File: config.mk
export PLATFORM = sky130hd
export DESIGN_NAME = mul_ctrl_flat
export DESIGN_NICKNAME = d
export VERILOG_FILES = /design/src/rtl/mul_ctrl_pkg.sv /design/src/rtl/mul_ctrl_if.sv /design/src/rtl/mul_sign_fix.sv /design/src/rtl/mul_ctrl.sv /design/src/flat_wrapper.sv
export SDC_FILE = /design/constraint.sdc
export NUM_CORES = 1
export LEC_CHECK = 0
export CAP_MARGIN = 40
export CORE_UTILIZATION = 48
export CTS_BUF_LIST = sky130_fd_sc_hd__clkbuf_16
export CTS_CLUSTER_DIAMETER = 40
export DETAILED_ROUTE_END_ITERATION = 10
export PLACE_DENSITY_LB_ADDON = 0.1
export SLEW_MARGIN = 20
export SYNTH_ARGS = -nofsm -noshare
export SYNTH_HDL_FRONTEND = slang
export SYNTH_HIERARCHICAL = 1
export SYNTH_SLANG_ARGS = --single-unit
File: constraint.sdc
create_clock -name clk -period 2.6 [get_ports clk]
set_input_delay 0.52 -clock clk [delete_from_list [all_inputs] [get_ports clk]]
set_output_delay 0.52 -clock clk [all_outputs]
set_load 0.05 [all_outputs]
File: src/rtl/mul_ctrl_pkg.sv
// Shared types and constants for the RV32M multiply sequencer: bus widths,
// funct3 encodings, FSM state encoding and the operand-magnitude helper.
package mul_ctrl_pkg;

   localparam int DATA_BUS_WIDTH        = 32;
   localparam int DOUBLE_DATA_BUS_WIDTH = 2 * DATA_BUS_WIDTH;

   localparam logic [2:0] FUNCT3_MUL    = 3'b000;
   localparam logic [2:0] FUNCT3_MULH   = 3'b001;
   localparam logic [2:0] FUNCT3_MULHSU = 3'b010;
   localparam logic [2:0] FUNCT3_MULHU  = 3'b011;

   typedef enum logic [1:0] {
      MUL_ST_IDLE = 2'd0,
      MUL_ST_CALC = 2'd1,
      MUL_ST_FIX  = 2'd2,
      MUL_ST_DONE = 2'd3
   } mul_state_t;

   // 0x80000000 stays 0x80000000 and is read as an unsigned magnitude.
   function automatic logic [DATA_BUS_WIDTH-1:0] mag(
      input logic [DATA_BUS_WIDTH-1:0] op,
      input logic                      is_signed
   );
      return (is_signed && op[DATA_BUS_WIDTH-1]) ? -op : op;
   endfunction

endpackage

File: src/rtl/mul_ctrl_if.sv
// Request/response and multiplier-side signals of the multiply sequencer.
interface mul_ctrl_if;
   import mul_ctrl_pkg::*;

   // Handshake: a request transfers on a rising edge where mul_valid_i=1,
   // mul_ready_o=1 and flush_i=0; result_valid_o is a one-cycle pulse with
   // result_o valid in that same cycle and has no back-pressure.
   logic                             mul_valid_i;
   logic [2:0]                       funct3_i;
   logic [DATA_BUS_WIDTH-1:0]        op1_i;
   logic [DATA_BUS_WIDTH-1:0]        op2_i;
   logic                             flush_i;
   logic                             mul_ready_o;
   logic                             stall_req_o;
   logic                             mul_en_o;
   logic [DATA_BUS_WIDTH-1:0]        mul_op1_o;
   logic [DATA_BUS_WIDTH-1:0]        mul_op2_o;
   logic [DOUBLE_DATA_BUS_WIDTH-1:0] mul_prod_i;
   logic                             result_valid_o;
   logic [DATA_BUS_WIDTH-1:0]        result_o;
   mul_state_t                       dbg_state;

   modport slave (
      input  mul_valid_i, funct3_i, op1_i, op2_i, flush_i, mul_prod_i,
      output mul_ready_o, stall_req_o, mul_en_o, mul_op1_o, mul_op2_o,
             result_valid_o, result_o, dbg_state
   );

   modport master (
      output mul_valid_i, funct3_i, op1_i, op2_i, flush_i, mul_prod_i,
      input  mul_ready_o, stall_req_o, mul_en_o, mul_op1_o, mul_op2_o,
             result_valid_o, result_o, dbg_state
   );

endinterface

File: src/rtl/mul_sign_fix.sv
// Conditional two's-complement negate of the unsigned product, then
// low/high word select.
module mul_sign_fix
   import mul_ctrl_pkg::*;
#(
   parameter int W = DATA_BUS_WIDTH
) (
   input  logic [2*W-1:0] prod,
   input  logic           neg,
   input  logic           hi_sel,
   output logic [W-1:0]   word
);

   logic [2*W-1:0] fixed;

   assign fixed = neg ? ((~prod) + {{(2*W-1){1'b0}}, 1'b1}) : prod;
   assign word  = hi_sel ? fixed[2*W-1:W] : fixed[W-1:0];

endmodule

File: src/rtl/mul_ctrl.sv
// EX-stage sequencer for the external 32x32 unsigned array multiplier.
// Optional MUL_ZERO_SKIP_EN: zero operands bypass CALC/FIX with result 0.
module mul_ctrl
   import mul_ctrl_pkg::*;
#(
   parameter int DATA_W  = DATA_BUS_WIDTH,
   parameter int MUL_LAT = 2
) (
   input  logic       clk,
   input  logic       rst_n,
   mul_ctrl_if.slave  bus
);

   localparam logic [3:0] CNT_LAST = 4'(MUL_LAT - 1);

   mul_state_t  state;
   logic [3:0]  cnt;
   logic [2:0]  f3_q;
   logic        neg_q;
   logic [DATA_W-1:0] op1_q, op2_q, res_q;
   logic        res_v_q;

   logic        can_accept, accept;
   logic        s1, s2, neg_in;
   logic [2:0]  f3_in;
   logic [DATA_W-1:0] mag1, mag2, fix_word;

   // Undefined funct3[2]=1 encodings are folded onto MULHU.
   assign f3_in      = bus.funct3_i[2] ? FUNCT3_MULHU : bus.funct3_i;
   assign s1         = (f3_in != FUNCT3_MULHU);
   assign s2         = (f3_in == FUNCT3_MUL) || (f3_in == FUNCT3_MULH);
   assign mag1       = mag(bus.op1_i, s1);
   assign mag2       = mag(bus.op2_i, s2);
   assign neg_in     = (s1 & bus.op1_i[DATA_W-1]) ^ (s2 & bus.op2_i[DATA_W-1]);
   assign can_accept = (state == MUL_ST_IDLE) || (state == MUL_ST_DONE);
   assign accept     = bus.mul_valid_i && can_accept && !bus.flush_i;

   mul_sign_fix #(.W(DATA_W)) u_sign_fix (
      .prod   (bus.mul_prod_i),
      .neg    (neg_q),
      .hi_sel (f3_q != FUNCT3_MUL),
      .word   (fix_word)
   );

   always_ff @(posedge clk or negedge rst_n) begin
      if (!rst_n) begin
         state   <= MUL_ST_IDLE;
         cnt     <= '0;
         f3_q    <= '0;
         neg_q   <= 1'b0;
         op1_q   <= '0;
         op2_q   <= '0;
         res_q   <= '0;
         res_v_q <= 1'b0;
      end else if (bus.flush_i) begin
         state   <= MUL_ST_IDLE;
         cnt     <= '0;
         res_v_q <= 1'b0;
      end else begin
         case (state)
            MUL_ST_IDLE, MUL_ST_DONE: begin
               res_v_q <= 1'b0;
               if (accept) begin
                  f3_q  <= f3_in;
                  neg_q <= neg_in;
                  op1_q <= mag1;
                  op2_q <= mag2;
                  cnt   <= '0;
`ifdef MUL_ZERO_SKIP_EN
                  if ((bus.op1_i == '0) || (bus.op2_i == '0)) begin
                     state   <= MUL_ST_DONE;
                     res_q   <= '0;
                     res_v_q <= 1'b1;
                  end else begin
                     state <= MUL_ST_CALC;
                  end
`else
                  state <= MUL_ST_CALC;
`endif
               end else begin
                  state <= MUL_ST_IDLE;
               end
            end
            MUL_ST_CALC: begin
               // The product is a multicycle path; give it MUL_LAT cycles.
               if (cnt == CNT_LAST) state <= MUL_ST_FIX;
               else                 cnt   <= cnt + 4'd1;
            end
            MUL_ST_FIX: begin
               res_q   <= fix_word;
               res_v_q <= 1'b1;
               state   <= MUL_ST_DONE;
            end
            default: state <= MUL_ST_IDLE;
         endcase
      end
   end

   // Stall covers the accept cycle itself, so it carries the accept term.
   assign bus.mul_ready_o    = can_accept;
   assign bus.stall_req_o    = accept || (state == MUL_ST_CALC) || (state == MUL_ST_FIX);
   assign bus.mul_en_o       = (state == MUL_ST_CALC);
   assign bus.mul_op1_o      = op1_q;
   assign bus.mul_op2_o      = op2_q;
   assign bus.result_valid_o = res_v_q;
   assign bus.result_o       = res_q;
   assign bus.dbg_state      = state;

endmodule

File: src/flat_wrapper.sv
// flat-port wrapper written by rule: the top's interface ports become plain ports
module mul_ctrl_flat import mul_ctrl_pkg::*;
#(
   parameter int DATA_W  = DATA_BUS_WIDTH,
   parameter int MUL_LAT = 2
)
  (clk, rst_n, bus_mul_valid_i, bus_funct3_i, bus_op1_i, bus_op2_i, bus_flush_i, bus_mul_prod_i, bus_mul_ready_o, bus_stall_req_o, bus_mul_en_o, bus_mul_op1_o, bus_mul_op2_o, bus_result_valid_o, bus_result_o, bus_dbg_state);
  mul_ctrl_if bus_i ();
  input  logic clk;
  input  logic rst_n;
  input wire logic [$bits(bus_i.mul_valid_i)-1:0] bus_mul_valid_i;
  input wire logic [$bits(bus_i.funct3_i)-1:0] bus_funct3_i;
  input wire logic [$bits(bus_i.op1_i)-1:0] bus_op1_i;
  input wire logic [$bits(bus_i.op2_i)-1:0] bus_op2_i;
  input wire logic [$bits(bus_i.flush_i)-1:0] bus_flush_i;
  input wire logic [$bits(bus_i.mul_prod_i)-1:0] bus_mul_prod_i;
  output wire logic [$bits(bus_i.mul_ready_o)-1:0] bus_mul_ready_o;
  output wire logic [$bits(bus_i.stall_req_o)-1:0] bus_stall_req_o;
  output wire logic [$bits(bus_i.mul_en_o)-1:0] bus_mul_en_o;
  output wire logic [$bits(bus_i.mul_op1_o)-1:0] bus_mul_op1_o;
  output wire logic [$bits(bus_i.mul_op2_o)-1:0] bus_mul_op2_o;
  output wire logic [$bits(bus_i.result_valid_o)-1:0] bus_result_valid_o;
  output wire logic [$bits(bus_i.result_o)-1:0] bus_result_o;
  output wire logic [$bits(bus_i.dbg_state)-1:0] bus_dbg_state;
  assign bus_i.mul_valid_i = bus_mul_valid_i;
  assign bus_i.funct3_i = bus_funct3_i;
  assign bus_i.op1_i = bus_op1_i;
  assign bus_i.op2_i = bus_op2_i;
  assign bus_i.flush_i = bus_flush_i;
  assign bus_i.mul_prod_i = bus_mul_prod_i;
  assign bus_mul_ready_o = bus_i.mul_ready_o;
  assign bus_stall_req_o = bus_i.stall_req_o;
  assign bus_mul_en_o = bus_i.mul_en_o;
  assign bus_mul_op1_o = bus_i.mul_op1_o;
  assign bus_mul_op2_o = bus_i.mul_op2_o;
  assign bus_result_valid_o = bus_i.result_valid_o;
  assign bus_result_o = bus_i.result_o;
  assign bus_dbg_state = bus_i.dbg_state;
  mul_ctrl #(.DATA_W(DATA_W), .MUL_LAT(MUL_LAT)) u_core (.clk(clk), .rst_n(rst_n), .bus(bus_i));
endmodule
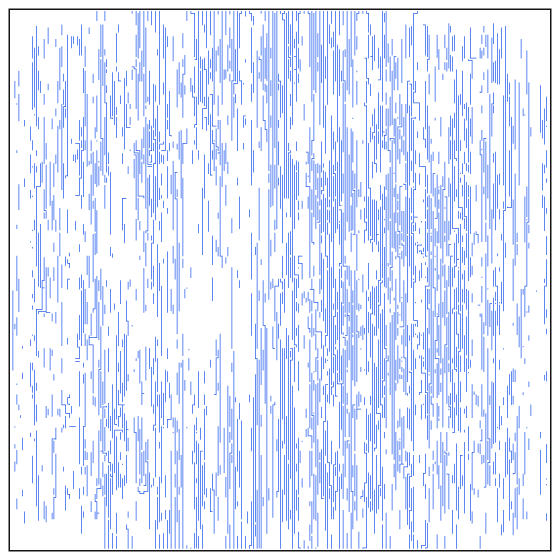
*M2 wires, run 1*
main direction: vertical
share of all routed wire: 48%
longest straight run: 52.0 µm
Vias: 8,065
GR Layer Usage met2: 53.4%
WL final: 25,500 µm

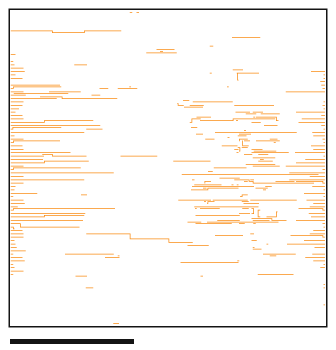
*Met3 routing, run 1*
The bar under the picture is 50 µm long.
share of all routed wire: 8.2%
wire length on this layer: 2,080 µm
met3 Use GR: 6.45%

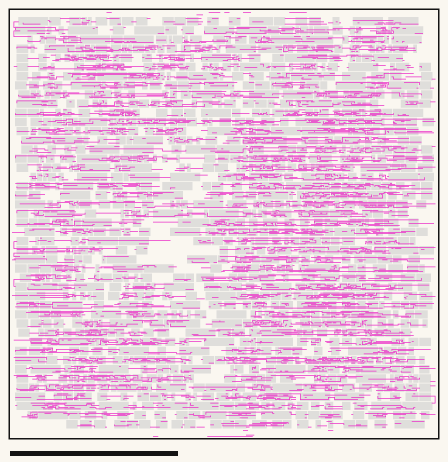
*The metal 1 layer, run 1*
The bar under the picture is 50 µm long. Cells faint in the background.
longest straight run: 40.5 µm
wire length on this layer: 10,300 µm
grt met1 use: 38.3%

==> deck_impl_summary.md, run 1 <==
Run Summary

Setup path
  – FF-to-FF Start: u_core/f3_q[0]$_DFFE_PN0P_
  – Startpoint types: input pin
  – Most used cell, CP: buf_6
  – CP peak stage delay: 0.61 ns
  – Crit path launch: bus_mul_prod_i[34]
  – WP data required: roughly 2.9 ns
  – Crit Path Class: input pin to flip-flop
  – Crit Path Max Fanout: 4
  – Sequence of cells on the critical path: buf_6 -> or4_4 -> buf_6 -> or4b_4 -> buf_6 -> o31ai_4 -> xor2_1 -> mux2i_1 -> mux2_4

STA
  – Worst Tran Pin Value: 0.670 ns
  – RSZ-0062 raised after global routing: true
  – Worst Skew: around 0.011 ns
  – Post-layout period usage: 99.9%
  – Min Hold Slack: 0.107 ns
  – Final setup vio count: 0
  – TNS Setup: 0 ns
  – PnR worst setup slack: 0.00259 ns
  – Final hold violations: 0
  – F_max: 0.385 GHz
  – Fin crit period: 2.60 ns

Synth
  – Synth Area per Inst: 8.70 µm²
  – XOR Share, Synth: between 10% and 20%
  – Post-synth top area cell: dfrtp_1
  – Post-synth EDFFs: 0
  – Mux area share: 6.93%
  – Cells in synth_stat.txt: 863
  – Synth Cell Area: 0.00751 mm²
  – Yosys aoi share: 18.4%
  – Ys flops: between 100 and 150
  – FFs w/ async S/R, synth: 100%
  – Synthesized net count: around 1,000

Layout
  – Layout net count: 1,388
  – Fill count: 1,059
  – Area Overhead vs Synth: 61.2%
  – # clk buffers: 9
  – Post-Layout Cell Count: 1,462
  – Share of cells above drive strength 1: 27.1%
  – Comb area share: about two fifths
  – Design area: about 0.012 mm²
  – Fraction of area in registers: 21.9%
  – Leading cell kind: combinational gates
  – ClkCell Share: 2.43%
  – Logic inverters: 18
  – Buffer share of cell area: 31.5%

GRT
  – Grt total ovfl: 0
  – Vias in the first global route: 7,872
  – Overall Global Routing Usage: between 30% and 40%
  – Largest net degree at the start of global routing: 97

Hold path
  – Hold WC Path Type: input pin to async pin

Pwr
  – Power per standard cell area: 1020 mW/mm²
  – Switching power: 6.16 mW
  – Net Sw Frac: 50.0%
  – Clock power frac: between 10% and 20%
  – Seq power: 2.93 mW
  – Biggest consumer: combinational logic
  – Comb pwr share: ~65%
  – Peak supply drop: around 770 µV
  – Clk. pwr: around 1.4 mW
  – Leakage: just over 5 nW

Run status
  – Status: finished clean

Floorplanning
  – Die area: approximately 0.016 mm²
  – FP Core Util: 49.2%
  – Die Wd: ~130 µm

Clock network
  – CTS Hold Bufs: 0
  – CTS Buffer Depth: 2
  – # clock sinks: 106
  – Htree depth: 3
  – CTS clk-pin slew, worst paths: 0.07 ns
  – TritonCTS buffer count: 9
  – Worst-skew pair later-pin latency: 0.36 ns

Placed design
  – Port bufs: between 200 and 250
  – Post-DP HPWL: roughly 18,000 µm
  – Placed insts: about 1,400
  – Pre-CTS setup slack: -0.768 ns

Route
  – # DRC: 0
  – TritonRoute pass-1 iters: 6

Flow run
  – Log Warnings: 31
## run 1: timing repair
action	in CTS	in global routing
setup endpoints to repair	29	29
cloned	1	0
pin swaps	36	43
setup buffers	12	9
resized	91	86
## run 1: worst register-to-register path, delay by kind of cell, from the launching register on
| family | cells | cell delay [ns] |
|---|---|---|
| simple gates | 2 | 0.87 |
| mux | 1 | 0.28 |
| compound gates | 3 | 0.45 |
| flops | 1 | 0.34 |
## run 1: layer usage
metal  GRT usage [%]  share of wire, %  up-vias
met2            53.4                48      357
met3            6.45               8.2       65
met1            38.3                41     3734
li1                -                 -     3909
met4            12.7               3.2        0
met5               0                 0        -
## run 1: worst max-delay path by stage
stage / to / slack (ns) / depth (start not counted)
after floorplan: u_core/bus.result_o[26]$_DFFE_PN0P_ / -0.26 / 7
after global placement: u_core/bus.result_o[26]$_DFFE_PN0P_ / -0.75 / 8
after detailed placement: u_core/bus.result_o[26]$_DFFE_PN0P_ / -0.77 / 8
after CTS: u_core/bus.result_o[26]$_DFFE_PN0P_ / -0.05 / 8
after global routing: u_core/bus.result_o[27]$_DFFE_PN0P_ / -0.1 / 9
final: u_core/bus.result_o[15]$_DFFE_PN0P_ / 0.003 / 9
## run 1: layout by cell type (no fill, tap or decap), types with 7 or more instances in the layout
cell,instances
a21oi_1,36
or3_4,9
dlygate4sd2_1,7
clkbuf_16,9
xnor2_1,43
o21ai_0,82
o21ai_1,8
mux2i_1,16
clkdlybuf4s50_1,189
nor4_1,14
buf_6,13
mux2_4,7
nor3_1,18
nor2_1,62
or4_4,12
a31oi_1,15
nand2_1,102
o31ai_1,19
nand4_1,13
dlymetal6s2s_1,19
inv_1,16
mux2_2,25
clkbuf_2,9
dfrtp_1,103
or3_1,7
xor2_1,68
buf_4,172
o41ai_2,8
o41ai_1,15
### The metal 4 layer, run 1

The bar under the picture is 50 µm long.
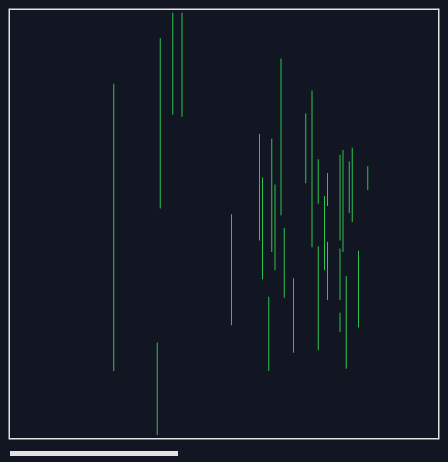

==> run 1 -> run 2 <==
--- a/config.mk
+++ b/config.mk
@@ -10,6 +10,7 @@
 export CTS_BUF_LIST = sky130_fd_sc_hd__clkbuf_16
 export CTS_CLUSTER_DIAMETER = 40
 export DETAILED_ROUTE_END_ITERATION = 10
+export HOLD_SLACK_MARGIN = 0.15
 export PLACE_DENSITY_LB_ADDON = 0.1
 export SLEW_MARGIN = 20
 export SYNTH_ARGS = -nofsm -noshare
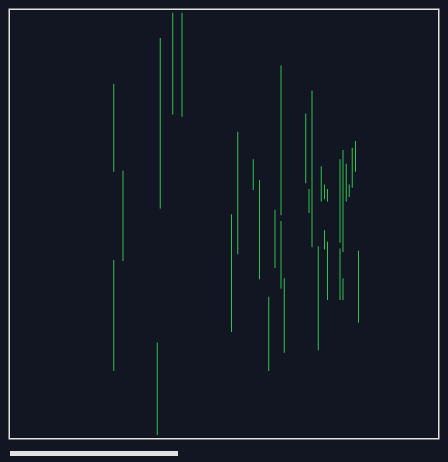
*The metal 4 layer, run 2*
The bar under the picture is 50 µm long.
main direction: vertical
share of all routed wire: 2.9%
wire length on this layer: 732 µm
longest straight run: 50.3 µm
Vias: 8,106
WL final: 25,500 µm

==> run 2 against run 1 <==
Effect of this change:
- the flow now finishes with violations (setup timing)
- highest routed layer unchanged
- count of clock-buffer cells in the layout is the same
- maximum frequency is 0.20% lower
- non-clock buffer count grew 1
- wire length increased by 0.23%
- total power is essentially flat
- utilization increased by 0.066 points
- via count up 0.51%
- combinational power barely moved
==> deck_impl_summary.md, run 2 <==
Run Summary

Pwr
  – Clock power frac: 11.6%
  – Clk. pwr: 1.43 mW
  – Combinational power: 7.99 mW
  – Net Sw Frac: 50.0%
  – Peak supply drop: around 770 µV
  – Seq power: a little under 3 mW
  – Switching power: 6.17 mW
  – Comb pwr share: 64.7%
  – Leakage: between 5 and 6 nW
  – Biggest consumer: combinational logic

Floorplanning
  – Die area: approximately 0.016 mm²
  – Die Wd: 127 µm
  – Die Y: 127 µm
  – FP Core Util: 49.2%
  – Top Ports: 237

Layout
  – Buffer share of cell area: a little under a third
  – Top cells excl fill/tap: clkdlybuf4s50_1, buf_4, dfrtp_1
  – Area Overhead vs Synth: 61.4%
  – Commonest Layout Cell: clkdlybuf4s50_1
  – # clk buffers: 9
  – Fraction of area in registers: approximately 22%
  – Comb area share: a little over 40%
  – Logic inverters: 18
  – Share of cells above drive strength 1: 27.1%
  – Layout net count: about 1,400
  – Fill count: approximately 1,100
  – Leading cell kind: combinational gates

Placed design
  – Post-DP HPWL: 18,200 µm
  – Port bufs: 236

GRT
  – GR peak layer: met2
  – First-pass GRT wire length: 39,500 µm
  – Met3 Use GR: 6.62%
  – Grt total ovfl: 0
  – Grt met1 use: 38.2%
  – Vias in the first global route: 7,888
  – Overall Global Routing Usage: 31.2%
  – Largest net degree at the start of global routing: a little under 100

Run status
  – Status: finished, violations left
  – Failing checks: setup timing

STA
  – Worst Tran Pin Value: 0.670 ns
  – Worst Skew: 0.0111 ns
  – Fin crit period: 2.60 ns
  – F_max: 0.384 GHz
  – RSZ-0062 raised after global routing: true
  – PnR worst setup slack: -0.00275 ns
  – Final hold violations: 0
  – Post-layout period usage: 100%
  – Final setup vio count: 1
  – TNS Setup: -0.00275 ns

Synth
  – XOR Share, Synth: ~13%
  – Dominant flop cell: dfrtp_1
  – Synthesized net count: 1,005
  – Synth Area per Inst: slightly below 9 µm²
  – Synth Seq Share: a little over a third
  – Top non-seq family: simple AND/OR/NAND/NOR gates
  – Yosys aoi share: 18.4%
  – Ys flops: between 100 and 150
  – Synth Cell Area: roughly 0.0075 mm²
  – Post-synth top area cell: dfrtp_1
  – Post-synth EDFFs: 0
  – Mux area share: ~6.9%
  – Cells in synth_stat.txt: 863

Hold path
  – Hold WC Path Type: flip-flop to flip-flop

Route
  – TritonRoute pass-1 iters: 5
  – Vias per cell: 5.54
  – # DRC: 0

Setup path
  – FF-to-FF Start: u_core/f3_q[0]$_DFFE_PN0P_
  – Startpoint types: input pin
  – WP depth: 10
  – Crit Path Max Fanout: 7
  – CP peak stage delay: 0.48 ns
  – Crit path launch: bus_mul_prod_i[23]
  – WP data required: 2.85 ns
  – Crit Path Class: input pin to flip-flop
  – Critical path endpoint: u_core/bus.result_o[30]$_DFFE_PN0P_
  – Sequence of cells on the critical path: clkdlybuf4s50_1 -> or3_4 -> nor2_1 -> buf_4 -> nand4_1 -> buf_6 -> o41ai_4 -> xor2_1 -> mux2i_1 -> mux2_4

Clock network
  – # clock sinks: between 100 and 150
  – Htree depth: 3
  – CTS Buffer Depth: 2
  – TritonCTS buffer count: 9
  – CTS clk-pin slew, worst paths: roughly 0.080 ns
  – Worst-skew pair later-pin latency: between 0.3 and 0.4 ns

Flow run
  – Log Warnings: 31
run 2: netlist changes by cell type in the layout (fill, tap and decap cells not counted):
cell	delta
dlygate4sd3_1	+1
run 2: routing by layer:
metal  wire length (µm)  part of all wire (%)
met2              12300                    48
met5                  0                     0
met3               2010                   7.9
met1              10400                    41
met4                731                   2.9
run 2: through the flow:
step | worst slack [ns] | cells | hold WS, ns | instance area, µm²
global placement | -0.750 | 1425 | 0.457 | 11200
CTS | -0.0518 | 1455 | 0.484 | 11900
floorplan | -0.258 | 863 | 0.224 | 7580
detailed placement | -0.768 | 1425 | 0.469 | 11200
global route | -0.0994 | 1463 | 0.503 | 12100
finish | -0.00275 | 1463 | 0.476 | 12100
run 2: worst min path at each step:
stage,cells past startpoint,from,endpoint,slack [ns]
after floorplan,0,rst_n,u_core/bus.dbg_state[0]$_DFFE_PN0P_,0.22
after global placement,2,u_core/f3_q[0]$_DFFE_PN0P_,u_core/f3_q[0]$_DFFE_PN0P_,0.46
after detailed placement,2,u_core/bus.mul_op2_o[25]$_DFFE_PN0P_,u_core/bus.mul_op2_o[25]$_DFFE_PN0P_,0.47
after CTS,2,u_core/bus.mul_op2_o[23]$_DFFE_PN0P_,u_core/bus.mul_op2_o[23]$_DFFE_PN0P_,0.48
after global routing,2,u_core/bus.mul_op2_o[25]$_DFFE_PN0P_,u_core/bus.mul_op2_o[25]$_DFFE_PN0P_,0.50
final,2,u_core/bus.mul_op2_o[23]$_DFFE_PN0P_,u_core/bus.mul_op2_o[23]$_DFFE_PN0P_,0.48
run 2: what timing repair did:
action / CTS / global route
gates cloned: 1 / 0
pin swaps: 36 / 43
setup buffers: 12 / 9
endpoints found under the hold margin: 31 / 0
resized: 91 / 86
endpoints found under the setup margin: 29 / 29
hold buffers: 1 / 0
Power is estimated from default activity; no workload was simulated.
